**Run 1: M1 wires**

Bar = 20 um.
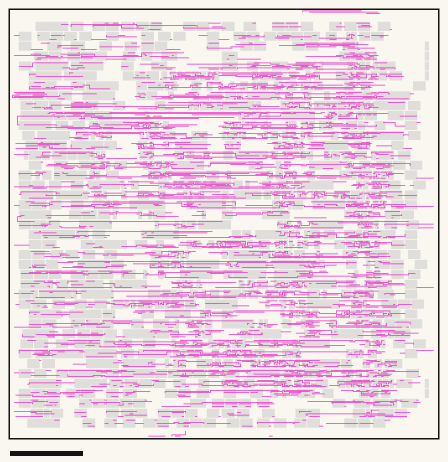
**Run 1: the metal 2 layer**

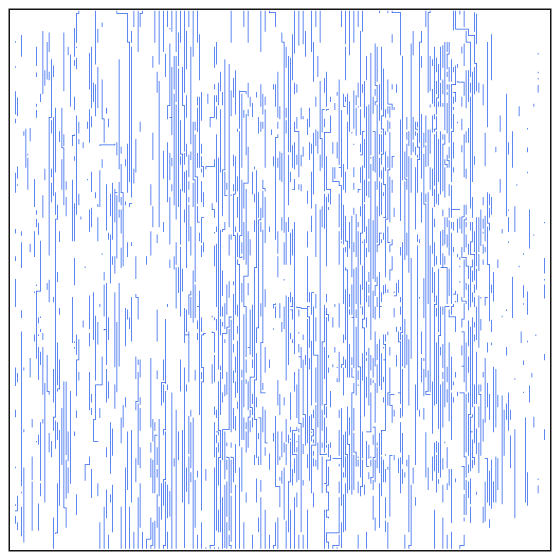
**Run 1: M3 wires**

Bar = 20 um.
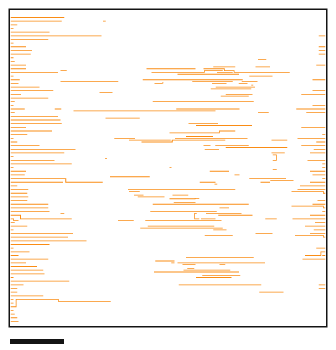
**Run 1: clock routing**

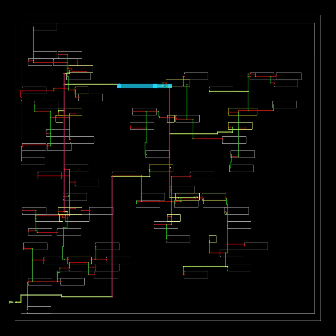
## src/rtl/pc_fetch_unit_pkg.sv

```systemverilog
`default_nettype none
// ============================================================================
// Module      : cpu_pkg
// Description : Next-PC source encodings, fetch FSM states and default vectors
//               shared by the PC / instruction fetch unit.
// Revision    : 1.0 - initial release
// ============================================================================
package cpu_pkg;

   localparam logic [31:0] c_reset_pc_default = 32'h0040_0000;
   localparam logic [31:0] c_exc_vec_default  = 32'h0040_0004;

   typedef enum logic [2:0] {
      PC_SEQ    = 3'd0,
      PC_BRANCH = 3'd1,
      PC_JUMP   = 3'd2,
      PC_JR     = 3'd3,
      PC_EXC    = 3'd4,
      PC_ERET   = 3'd5
   } pc_sel_e;

   typedef enum logic [0:0] {
      ST_FETCH = 1'b0,
      ST_EXEC  = 1'b1
   } fetch_state_e;

   function automatic logic [31:0] word_align(input logic [31:0] addr);
      return {addr[31:2], 2'b00};
   endfunction

endpackage
`default_nettype wire

```

## src/rtl/pc_fetch_unit_if.sv

```systemverilog
`default_nettype none
// ============================================================================
// Module      : pc_fetch_unit_if
// Description : Instruction-memory request/response bundle between the fetch
//               unit (master) and the instruction memory (slave).
// Revision    : 1.0 - initial release
// ============================================================================
interface pc_fetch_unit_if;
   logic        fetch_req;
   logic [31:0] imem_addr;
   logic        imem_ack;
   logic [31:0] imem_rdata;

   modport master (
      output fetch_req,
      output imem_addr,
      input  imem_ack,
      input  imem_rdata
   );

   modport slave (
      input  fetch_req,
      input  imem_addr,
      output imem_ack,
      output imem_rdata
   );
endinterface
`default_nettype wire

```

## src/rtl/pc_fetch_unit_npc_mux.sv

```systemverilog
`default_nettype none
// ============================================================================
// Module      : npc_mux
// Description : Combinational next-PC selection. Exception entry / return
//               paths exist only when PC_FETCH_EXC_EN is defined.
// Revision    : 1.0 - initial release
// ============================================================================
module npc_mux
   import cpu_pkg::*;
#(
   parameter logic [31:0] EXC_VEC = c_exc_vec_default
) (
   input  logic [2:0]  i_pc_sel,
   input  logic [31:0] i_pc_plus4,
   input  logic [31:0] i_br_off,
   input  logic [25:0] i_jump_index,
   input  logic [31:0] i_jr_addr,
`ifdef PC_FETCH_EXC_EN
   input  logic [31:0] i_epc,
`endif
   output logic [31:0] o_npc
);

   logic [31:0] w_npc_raw;

   // Reserved encodings (and exc/eret when exceptions are compiled out) fall to seq
   always_comb begin
      w_npc_raw = i_pc_plus4;
      case (i_pc_sel)
         PC_BRANCH: w_npc_raw = i_pc_plus4 + i_br_off;
         PC_JUMP:   w_npc_raw = {i_pc_plus4[31:28], i_jump_index, 2'b00};
         PC_JR:     w_npc_raw = i_jr_addr;
`ifdef PC_FETCH_EXC_EN
         PC_EXC:    w_npc_raw = EXC_VEC;
         PC_ERET:   w_npc_raw = i_epc + 32'd4;
`endif
         default:   w_npc_raw = i_pc_plus4;
      endcase
   end

   // Forcing the low bits keeps pc word-aligned whatever the source
   assign o_npc = word_align(w_npc_raw);

`ifndef PC_FETCH_EXC_EN
   logic w_unused_exc_vec;
   assign w_unused_exc_vec = |EXC_VEC;
`endif

endmodule
`default_nettype wire

```

## src/rtl/pc_fetch_unit.sv

```systemverilog
`default_nettype none
// ============================================================================
// Module      : pc_fetch_unit
// Description : PC register, instruction register and FETCH/EXEC sequencer.
//               Define PC_FETCH_EXC_EN to add the epc register and exc/eret.
// Revision    : 1.0 - initial release
// ============================================================================
module pc_fetch_unit
   import cpu_pkg::*;
#(
   parameter logic [31:0] RESET_PC = c_reset_pc_default,
   parameter logic [31:0] EXC_VEC  = c_exc_vec_default
) (
   input  logic                   clk,
   input  logic                   rst_n,
   pc_fetch_unit_if.master        imem,
   output logic [31:0]            ir,
   output logic                   ir_valid,
   input  logic                   pc_we,
   input  logic [2:0]             pc_sel,
   input  logic [31:0]            br_off,
   input  logic [31:0]            jr_addr,
   output logic [31:0]            pc,
   output logic [31:0]            pc_plus4
);

   fetch_state_e r_state;
   fetch_state_e w_state_nxt;
   logic         r_run;
   logic [31:0]  r_pc;
   logic [31:0]  r_ir;
   logic [31:0]  w_npc;
   logic         w_fetch_req;
   logic         w_ir_valid;
   logic         w_ir_load;
   logic         w_pc_load;

   // r_run holds fetch_req low for the first cycle after reset release
   always_ff @(posedge clk or negedge rst_n) begin
      if (!rst_n) begin
         r_state <= ST_FETCH;
         r_run   <= 1'b0;
      end else begin
         r_state <= w_state_nxt;
         r_run   <= 1'b1;
      end
   end

   always_comb begin
      w_state_nxt = r_state;
      w_fetch_req = 1'b0;
      w_ir_valid  = 1'b0;
      w_ir_load   = 1'b0;
      w_pc_load   = 1'b0;
      case (r_state)
         ST_FETCH: begin
            w_fetch_req = r_run;
            if (r_run && imem.imem_ack) begin
               w_ir_load   = 1'b1;
               w_state_nxt = ST_EXEC;
            end
         end
         ST_EXEC: begin
            w_ir_valid = 1'b1;
            if (pc_we) begin
               w_pc_load   = 1'b1;
               w_state_nxt = ST_FETCH;
            end
         end
         default: w_state_nxt = ST_FETCH;
      endcase
   end

   always_ff @(posedge clk or negedge rst_n) begin
      if (!rst_n) begin
         r_pc <= word_align(RESET_PC);
         r_ir <= '0;
      end else begin
         if (w_pc_load) r_pc <= w_npc;
         if (w_ir_load) r_ir <= imem.imem_rdata;
      end
   end

`ifdef PC_FETCH_EXC_EN
   logic [31:0] r_epc;

   always_ff @(posedge clk or negedge rst_n) begin
      if (!rst_n)
         r_epc <= '0;
      else if (w_pc_load && (pc_sel == PC_EXC))
         r_epc <= r_pc;
   end
`endif

   npc_mux #(
      .EXC_VEC      (EXC_VEC)
   ) u_npc_mux (
      .i_pc_sel     (pc_sel),
      .i_pc_plus4   (pc_plus4),
      .i_br_off     (br_off),
      .i_jump_index (r_ir[25:0]),
      .i_jr_addr    (jr_addr),
`ifdef PC_FETCH_EXC_EN
      .i_epc        (r_epc),
`endif
      .o_npc        (w_npc)
   );

   assign pc             = r_pc;
   assign pc_plus4       = r_pc + 32'd4;
   assign ir             = r_ir;
   assign ir_valid       = w_ir_valid;
   assign imem.fetch_req = w_fetch_req;
   assign imem.imem_addr = r_pc;

endmodule
`default_nettype wire
```

## src/flat_wrapper.sv

```systemverilog
// flat-port wrapper written by rule: the top's interface ports become plain ports
module pc_fetch_unit_flat import cpu_pkg::*;
#(
   parameter logic [31:0] RESET_PC = c_reset_pc_default,
   parameter logic [31:0] EXC_VEC  = c_exc_vec_default
)
  (clk, rst_n, ir, ir_valid, pc_we, pc_sel, br_off, jr_addr, pc, pc_plus4, imem_fetch_req, imem_imem_addr, imem_imem_ack, imem_imem_rdata);
  pc_fetch_unit_if imem_i ();
  input  logic clk;
  input  logic rst_n;
  output logic [31:0] ir;
  output logic ir_valid;
  input  logic pc_we;
  input  logic [2:0] pc_sel;
  input  logic [31:0] br_off;
  input  logic [31:0] jr_addr;
  output logic [31:0] pc;
  output logic [31:0] pc_plus4;
  output wire logic [$bits(imem_i.fetch_req)-1:0] imem_fetch_req;
  output wire logic [$bits(imem_i.imem_addr)-1:0] imem_imem_addr;
  input wire logic [$bits(imem_i.imem_ack)-1:0] imem_imem_ack;
  input wire logic [$bits(imem_i.imem_rdata)-1:0] imem_imem_rdata;
  assign imem_fetch_req = imem_i.fetch_req;
  assign imem_imem_addr = imem_i.imem_addr;
  assign imem_i.imem_ack = imem_imem_ack;
  assign imem_i.imem_rdata = imem_imem_rdata;
  pc_fetch_unit #(.RESET_PC(RESET_PC), .EXC_VEC(EXC_VEC)) u_core (.clk(clk), .rst_n(rst_n), .imem(imem_i), .ir(ir), .ir_valid(ir_valid), .pc_we(pc_we), .pc_sel(pc_sel), .br_off(br_off), .jr_addr(jr_addr), .pc(pc), .pc_plus4(pc_plus4));
endmodule
```

## config.mk

```make
export PLATFORM = sky130hd
export DESIGN_NAME = pc_fetch_unit_flat
export DESIGN_NICKNAME = d
export VERILOG_FILES = /design/src/rtl/pc_fetch_unit_pkg.sv /design/src/rtl/pc_fetch_unit_if.sv /design/src/rtl/pc_fetch_unit_npc_mux.sv /design/src/rtl/pc_fetch_unit.sv /design/src/flat_wrapper.sv
export SDC_FILE = /design/constraint.sdc
export NUM_CORES = 1
export LEC_CHECK = 0
export CAP_MARGIN = 25
export CORE_MARGIN = 2
export CORE_UTILIZATION = 46
export CTS_CLUSTER_SIZE = 30
export DETAILED_ROUTE_END_ITERATION = 6
export PLACE_DENSITY_LB_ADDON = 0.05
export SYNTH_ARGS = -nofsm -noshare
export SYNTH_HDL_FRONTEND = slang
export SYNTH_SLANG_ARGS = --single-unit
export TNS_END_PERCENT = 5
```

## constraint.sdc

```tcl
create_clock -name clk -period 6.1 [get_ports clk]
set_clock_uncertainty 0.05 [all_clocks]
set_input_delay 1.83 -clock clk [delete_from_list [all_inputs] [get_ports clk]]
set_output_delay 1.83 -clock clk [all_outputs]
set_load 0.03 [all_outputs]
```

==> run summary, run 1 <==
run metrics: EDFF count, synth=0, area added between synthesis and finish=40.7%, Mapped Cells=712, Init Core Util=47.0%, Placer Congestion=0.927, syn_area_per_cell=8.30 um2, P_comb=2.57 mW, post-route setup TNS=0 ns, Late-Pin Clk Latency=0.34 ns, via/cell ratio=5.74, RSZ-0062 raised after global routing=false, Crit Path Category=reg2out, CP endpoint kind=output pin, switching share of power=49.8%, remaining global-route overflow=0, die height=117 um, fmax=196 MHz, fin. max-slew vios=0, Cell Type Count=70, outcome=complete, no violations, H-tree depth=3, CP max FO=9, Vias=6116, ys async rst share=100%, io pins=233, design area=8320 um2, Reg power frac=20.1%, antenna cell count=0, clock share of power=13.7%, vias in the first global route=6022, Synth Seq Share=27.1%, Clock Path Buffers=2, Main power group=combinational logic, YS chip area=5910 um2, die area=13800 um2, Final Util=66.2%
## Picture notes: 'M1 wires'
longest straight run: 54.3 um
nets with wire on the layer: 895
main direction: horizontal
wire length on this layer: 8780 um
share of all routed wire: 43%

## Picture notes: 'the metal 2 layer'
main direction: vertical
wire length on this layer: 9200 um
share of all routed wire: 45%

## Picture notes: 'M3 wires'
longest straight run: 52.4 um
main direction: horizontal
nets with wire on the layer: 201
share of all routed wire: 11%

## Picture notes: 'clock routing'
clock buffers: 12
FFs & Latches: 64

## run 1: cells in the final DEF (no fill, tap or decap), types with 22 or more instances in the layout
cell type and instances:
clkdlybuf4s50_1 220, nand2_1 77, a21oi_1 68, dfrtp_1 63, nor2_1 55, mux2_2 34
ha_1 34, xnor2_1 32, o21ai_0 30, mux2i_1 22
## run 1: final cells by class
class	instances	area (um2)
multi-input cells	564	3840
clock buffers	12	256
repair buffers	230	2270
fillers	1064	4250
well taps	172	215
clock inverters	4	52.6
flip-flops and latches	64	1600
inverters	19	71.3
## run 1: path summary, 6_finish.rpt
kind / to / slack, ns / cells past startpoint / from
worst max-delay path: pc_plus4[28] / 0.99 / 6 / u_core.imem.imem_addr[2]
worst min-delay path: u_core.ir[26] / 0.46 / 1 / u_core.ir[26]
worst max register to register: u_core.imem.imem_addr[29] / 1.91 / 13 / u_core.imem.imem_addr[2]
worst min register to register: u_core.ir[26] / 0.46 / 1 / u_core.ir[26]
max in group asynchronous: u_core.imem.imem_addr[22] / 3.56 / 2 / rst_n
min in group asynchronous: u_core.ir[11] / 1.45 / 1 / rst_n
## run 1: kinds of logic (layout without fill, tap and decap cells)
family	after synthesis	count (layout)	share of synthesized area [%]
XOR/XNOR	52	52	8.15
AND-OR/OR-AND	194	194	20.3
other	2	7	0.127
multiplexers	56	56	10.2
adder cells (fa/ha/maj)	35	35	7.54
AND/OR/NAND/NOR	220	220	18.4
buffers and inverters	89	265	8.15
flip-flops	64	64	27.1
## run 1: sequential cells by signal (all words and copies together), names as in the netlist
name                   flops
u_core.ir                 32
u_core.r_state             1
u_core.r_run               1
u_core.imem.imem_addr     30
## run 1: per-layer routing
layer	global-route usage, %	routed length (um)
met4	7.53	275
met1	39.5	8780
met3	8.51	2180
met2	46.5	9200
met5	0	19
## run 1: cell usage after synthesis, drive strengths merged (4+ instances only)
| library cell | instances | share of area [%] |
|---|---|---|
| a21o | 6 | 0.76 |
| a21oi | 68 | 5.8 |
| a22oi | 9 | 1.1 |
| a31oi | 8 | 0.85 |
| and2 | 5 | 0.53 |
| and3 | 10 | 1.1 |
| and4 | 5 | 0.74 |
| buf | 46 | 5.4 |
| clkbuf | 24 | 1.5 |
| dfrtp | 63 | 27 |
| ha | 34 | 7.2 |
| inv | 19 | 1.2 |
| mux2 | 34 | 6.5 |
| mux2i | 22 | 3.7 |
| nand2 | 77 | 4.9 |
| nand2b | 6 | 0.64 |
| nand3 | 22 | 2.1 |
| nand4 | 13 | 1.6 |
| nor2 | 56 | 3.6 |
| nor2b | 6 | 0.64 |
| nor3 | 8 | 0.68 |
| o21a | 5 | 0.64 |
| o21ai | 44 | 3.7 |
| o21bai | 5 | 0.64 |
| o221ai | 5 | 0.74 |
| o22ai | 12 | 1.3 |
| o31ai | 7 | 0.97 |
| or3 | 4 | 0.42 |
| xnor2 | 34 | 5.5 |
| xor2 | 18 | 2.7 |
## run 1: critical path, cell delays in order (launching register included)
cell and delay, ns:
dfrtp_1 0.56, ha_1 0.30, and4_1 0.41, and2_1 0.38, nand3_1 0.24, xnor2_1 0.27
clkdlybuf4s50_1 0.71
==> run 1 -> run 2 <==
Settings changed: CORE_UTILIZATION 46 to 41.
Clock period 6.1 ns to 4.6 ns, I/O delays scaled along.
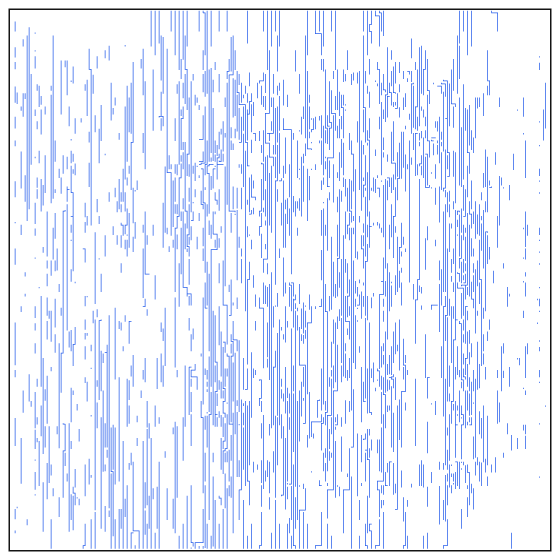
**Above:** run 2 (the metal 2 layer).
share of all routed wire: 44%
main direction: vertical
wire length on this layer: 9200 um
nets with wire on the layer: 894
drt total wl: 21000 um
Vias: 6179
met2 Track Usage GR: 40.8%

==> run 2 against run 1 <==
Effect of this change:
- critical endpoint is now pc_plus4[22]
- synthesized cell count unchanged
- worst hold slack lost 0.0052 ns
- die area rose by 12%
- first-iteration DRC count shrank 36%
- highest routed layer is now met4
- count of clock-buffer cells in the layout shrank 1
- sequential cell count is the same
- combinational power grew 33%
- critical path depth did not move
- utilization shrank 6.0 points
- total power increased by 34%
==> run summary, run 2 <==
run metrics: Mapped Cells=712 (unchanged), Late-Pin Clk Latency=0.34 ns (about the same), Crit path max-delay family=simple AND/OR/NAND/NOR gates (unchanged), Top Layout Cells=clkdlybuf4s50_1, nand2_1, a21oi_1 (unchanged), worst r2r path cells=14 (was 13), remaining global-route overflow=0 (unchanged), CP Cell Sequence=nand3_2, nor4_4, and2_2, and3_1, xor2_1, clkdlybuf4s50_1 (was ha_1, and4_1, and2_1, nand3_1, xnor2_1, clkdlybuf4s50_1), via/cell ratio=5.71 (was 5.74), leading area contributor after synthesis=dfrtp_1 (unchanged), Final Util=60.2% (was 66.2%), register area=1600 um2 (unchanged), reg2reg end=u_core.imem.imem_addr[23] (was u_core.imem.imem_addr[29]), area added between synthesis and finish=42.4% (was 40.7%), max FFs per register=32 (unchanged), area share, top type=26.7% (unchanged), slowest CP cell=clkdlybuf4s50_1 (unchanged), Top cell excl fill/tap=clkdlybuf4s50_1 (unchanged), post-route setup TNS=0 ns (unchanged), outcome=complete, no violations (unchanged), crit path capture=pc_plus4[22] (was pc_plus4[28]), EDFF count, synth=0 (unchanged), met1 Resource Use GR=37.8% (was 39.5%), Init Core Util=42.3% (was 47.0%), CP max stage delay=0.70 ns (was 0.71 ns)
-- run 2: layout make-up --
class	count	share of cell area [%]
Sequential cell	64	19.0
Clock buffer	11	2.88
Tap cell	180	2.68
Multi-Input combinational cell	564	45.7
Timing Repair Buffer	240	27.9
Inverter	19	0.848
Clock inverter	5	0.952
-- run 2: worst min-delay path by stage --
stage | from | end | cells after the start
after global routing | u_core.ir[28] | u_core.ir[28] | 1
after global placement | u_core.ir[28] | u_core.ir[28] | 1
after floorplan | u_core.imem.imem_addr[22] | u_core.imem.imem_addr[22] | 2
after CTS | u_core.ir[28] | u_core.ir[28] | 1
final | u_core.ir[28] | u_core.ir[28] | 1
after detailed placement | u_core.ir[27] | u_core.ir[27] | 1
-- run 2: worst reg2reg max path, cell delays in order, from the launching register on --
cell      delay (ns)
dfrtp_1         0.54
and4_1          0.31
and4_1          0.29
buf_4           0.18
and3_1          0.24
xor2_1          0.25
ha_1            0.36
a21oi_1         0.24
o21ai_0         0.14
nor2_1          0.21
nand4b_1        0.33
nand3_1         0.36
o21ai_1         0.12
xnor2_1         0.17
a31o_1          0.23
-- run 2: routing by layer --
layer | wire (um) | vias up
li1 | - | 2906
met1 | 9180 | 2887
met2 | 9200 | 358
met3 | 2230 | 28
met4 | 397 | 0
met5 | 0 | -
-- run 2: cells by family after synthesis --
family | after synthesis | synth area share [%]
AND-OR/OR-AND | 194 | 20.3
XOR/XNOR | 52 | 8.15
adder cells (fa/ha/maj) | 35 | 7.54
buffers and inverters | 89 | 8.15
flip-flops | 64 | 27.1
multiplexers | 56 | 10.2
other | 2 | 0.127
AND/OR/NAND/NOR | 220 | 18.4
-- run 2: power by group through the flow --
stage	clock network [mW]	logic (mW)	registers, mW
after floorplan	0	1.96	1.29
after global placement	0	3.36	1.02
after detailed placement	0	3.37	1.03
after CTS	0.765	3.39	1.03
after global routing	0.789	3.65	1.07
final	0.753	3.41	1.03
-- run 2: repair_timing --
action	CTS	global route
pin swaps	0	1
endpoints found under the hold margin	0	0
endpoints found under the setup margin	1	5
gates resized	1	1
-- run 2: per-stage QoR --
step	worst slack [ns]	hold WS [ns]	instances
3_3_place_gp	0.301	0.444	1067
4_1_cts	0.0724	0.462	1083
5_1_grt	0.0182	0.485	1083
3_5_place_dp	0.286	0.446	1067
2_1_floorplan	0.556	0.557	717
6_report	0.163	0.457	1083
**Run 2: M3 wires**

Bar = 20 um.
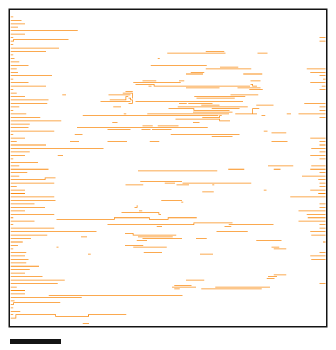

==> run 2 -> run 3 <==
Settings changed: CAP_MARGIN 25 to default, CORE_UTILIZATION 41 to 45.
Clock period 4.6 ns to 4.4 ns, I/O delays scaled along.
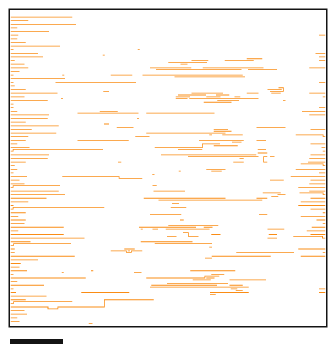
**Above:** run 3 (M3 wires).
Bar = 20 um.
main direction: horizontal
longest straight run: 38.6 um
nets with wire on the layer: 215
share of all routed wire: 11%
wire length on this layer: 2250 um
GR Layer Usage met3: 8.30%
Vias: 6287

==> run 3 against run 2 <==
Effect of this change:
- register-to-register slack worse by 0.19 ns
- global-route usage up 2.2 points
- synthesized cell count unchanged
- routed wire length down 0.39%
- cell area up 0.88%
- worst hold slack better by 0.00052 ns
- area after synthesis unchanged
- critical path type unchanged
- largest power group unchanged
==> run summary, run 3 <==
run metrics: fin cells=1082 (was 1083), Placer Congestion=0.873 (was 0.940), ys async rst share=100% (unchanged), Mux area share=10.2% (unchanged), syn_area_per_cell=8.30 um2 (unchanged), leading area contributor after synthesis=dfrtp_1 (unchanged), simple share=18.4% (unchanged), H-tree depth=3 (unchanged), Top Layout Cells=clkdlybuf4s50_1, nand2_1, a21oi_1 (unchanged), WP depth=6 (unchanged), CP Cell Sequence=nand3_2, nor4_4, and2_2, nand3_1, xnor2_1, clkdlybuf4s50_1 (was nand3_2, nor4_4, and2_2, and3_1, xor2_1, clkdlybuf4s50_1), YS chip area=5910 um2 (unchanged), r2r setup slk=0.32 ns (was 0.51 ns), outcome=complete, no violations (unchanged), CP max stage delay=0.72 ns (was 0.70 ns), remaining global-route overflow=0 (unchanged), Fill cells=1126 (was 1272), drt total wl=20900 um (was 21000 um), CP max FO=7 (was 8), reg2reg end=u_core.imem.imem_addr[26] (was u_core.imem.imem_addr[23]), CP endpoint kind=output pin (unchanged), Compound Share, Synth=20.3% (unchanged), design area=8490 um2 (was 8410 um2), via/cell ratio=5.81 (was 5.71), dpl ws=0.0787 ns (was 0.286 ns), Mapped Cells=712 (unchanged), Crit Path Category=reg2out (unchanged), XORs/XNORs by Area=8.15% (unchanged), register area=1600 um2 (unchanged), Placed Instances=1066 (was 1067), setup ws final=0.138 ns (was 0.163 ns), fin. max-slew vios=0 (unchanged), antenna cell count=0 (unchanged), most frequent cells after synthesis=nand2_1, a21oi_1, dfrtp_1 (unchanged), Largest cells by area=dfrtp_1, ha_1, mux2_2, a21oi_1, nand2_1 (unchanged), die area=14100 um2 (was 15400 um2), max FFs per register=32 (unchanged), vias in the first global route=6162 (was 5808), RSZ-0062 raised after global routing=false (unchanged), io pins=233 (unchanged), post-route setup TNS=0 ns (unchanged), EDFF count, synth=0 (unchanged), die height=119 um (was 124 um), RR Startpoint=u_core.imem.imem_addr[4] (unchanged), cell with the most instances after synthesis=nand2_1 (unchanged), logic area=3850 um2 (unchanged), Synth Seq Share=27.1% (unchanged)
run 3: power by group:
group,switching (mW),internal (mW),leakage [nW]
clock,0.292,0.514,0.151
sequential,0.296,0.767,0.748
combinational,2.11,1.49,2.67
run 3: cell type report:
type / count / share of cell area (%)
multi-input combinational: 564 / 45.3
clock buffer: 10 / 2.82
sequential: 64 / 18.9
timing repair buffer: 247 / 28.5
inverter: 19 / 0.840
clock inverter: 6 / 1.08
tap: 172 / 2.54
run 3: worst min path at each step:
stage	endpoint	depth (start not counted)	start	slack (ns)
2_1_floorplan	u_core.imem.imem_addr[22]	2	u_core.imem.imem_addr[22]	0.56
3_3_place_gp	u_core.ir[27]	1	u_core.ir[27]	0.44
3_5_place_dp	u_core.ir[26]	1	u_core.ir[26]	0.44
4_1_cts	u_core.ir[30]	1	u_core.ir[30]	0.46
5_1_grt	u_core.ir[30]	1	u_core.ir[30]	0.49
6_report	u_core.ir[30]	1	u_core.ir[30]	0.46
run 3: timing repair:
item | in CTS | in global routing
hold buffers | 0 | 0
gates resized | 3 | 5
setup endpoints to repair | 4 | 5
run 3: cell families after synthesis:
kind of cell,after synthesis
DFF,64
adders and majority gates,35
muxes,56
AOI/OAI and AO/OA,194
buffers and inverters,89
xor gates and xnor gates,52
other,2
and+or+nand+nor,220
run 3: metal layers:
layer	global-route usage, %	part of all wire [%]	up-vias
met5	0	0	-
met4	8.85	1.7	0
met3	8.30	11	29
met2	45.2	44	358
met1	40.7	43	2987
li1	-	-	2913
Power and IR drop assume default switching activity.
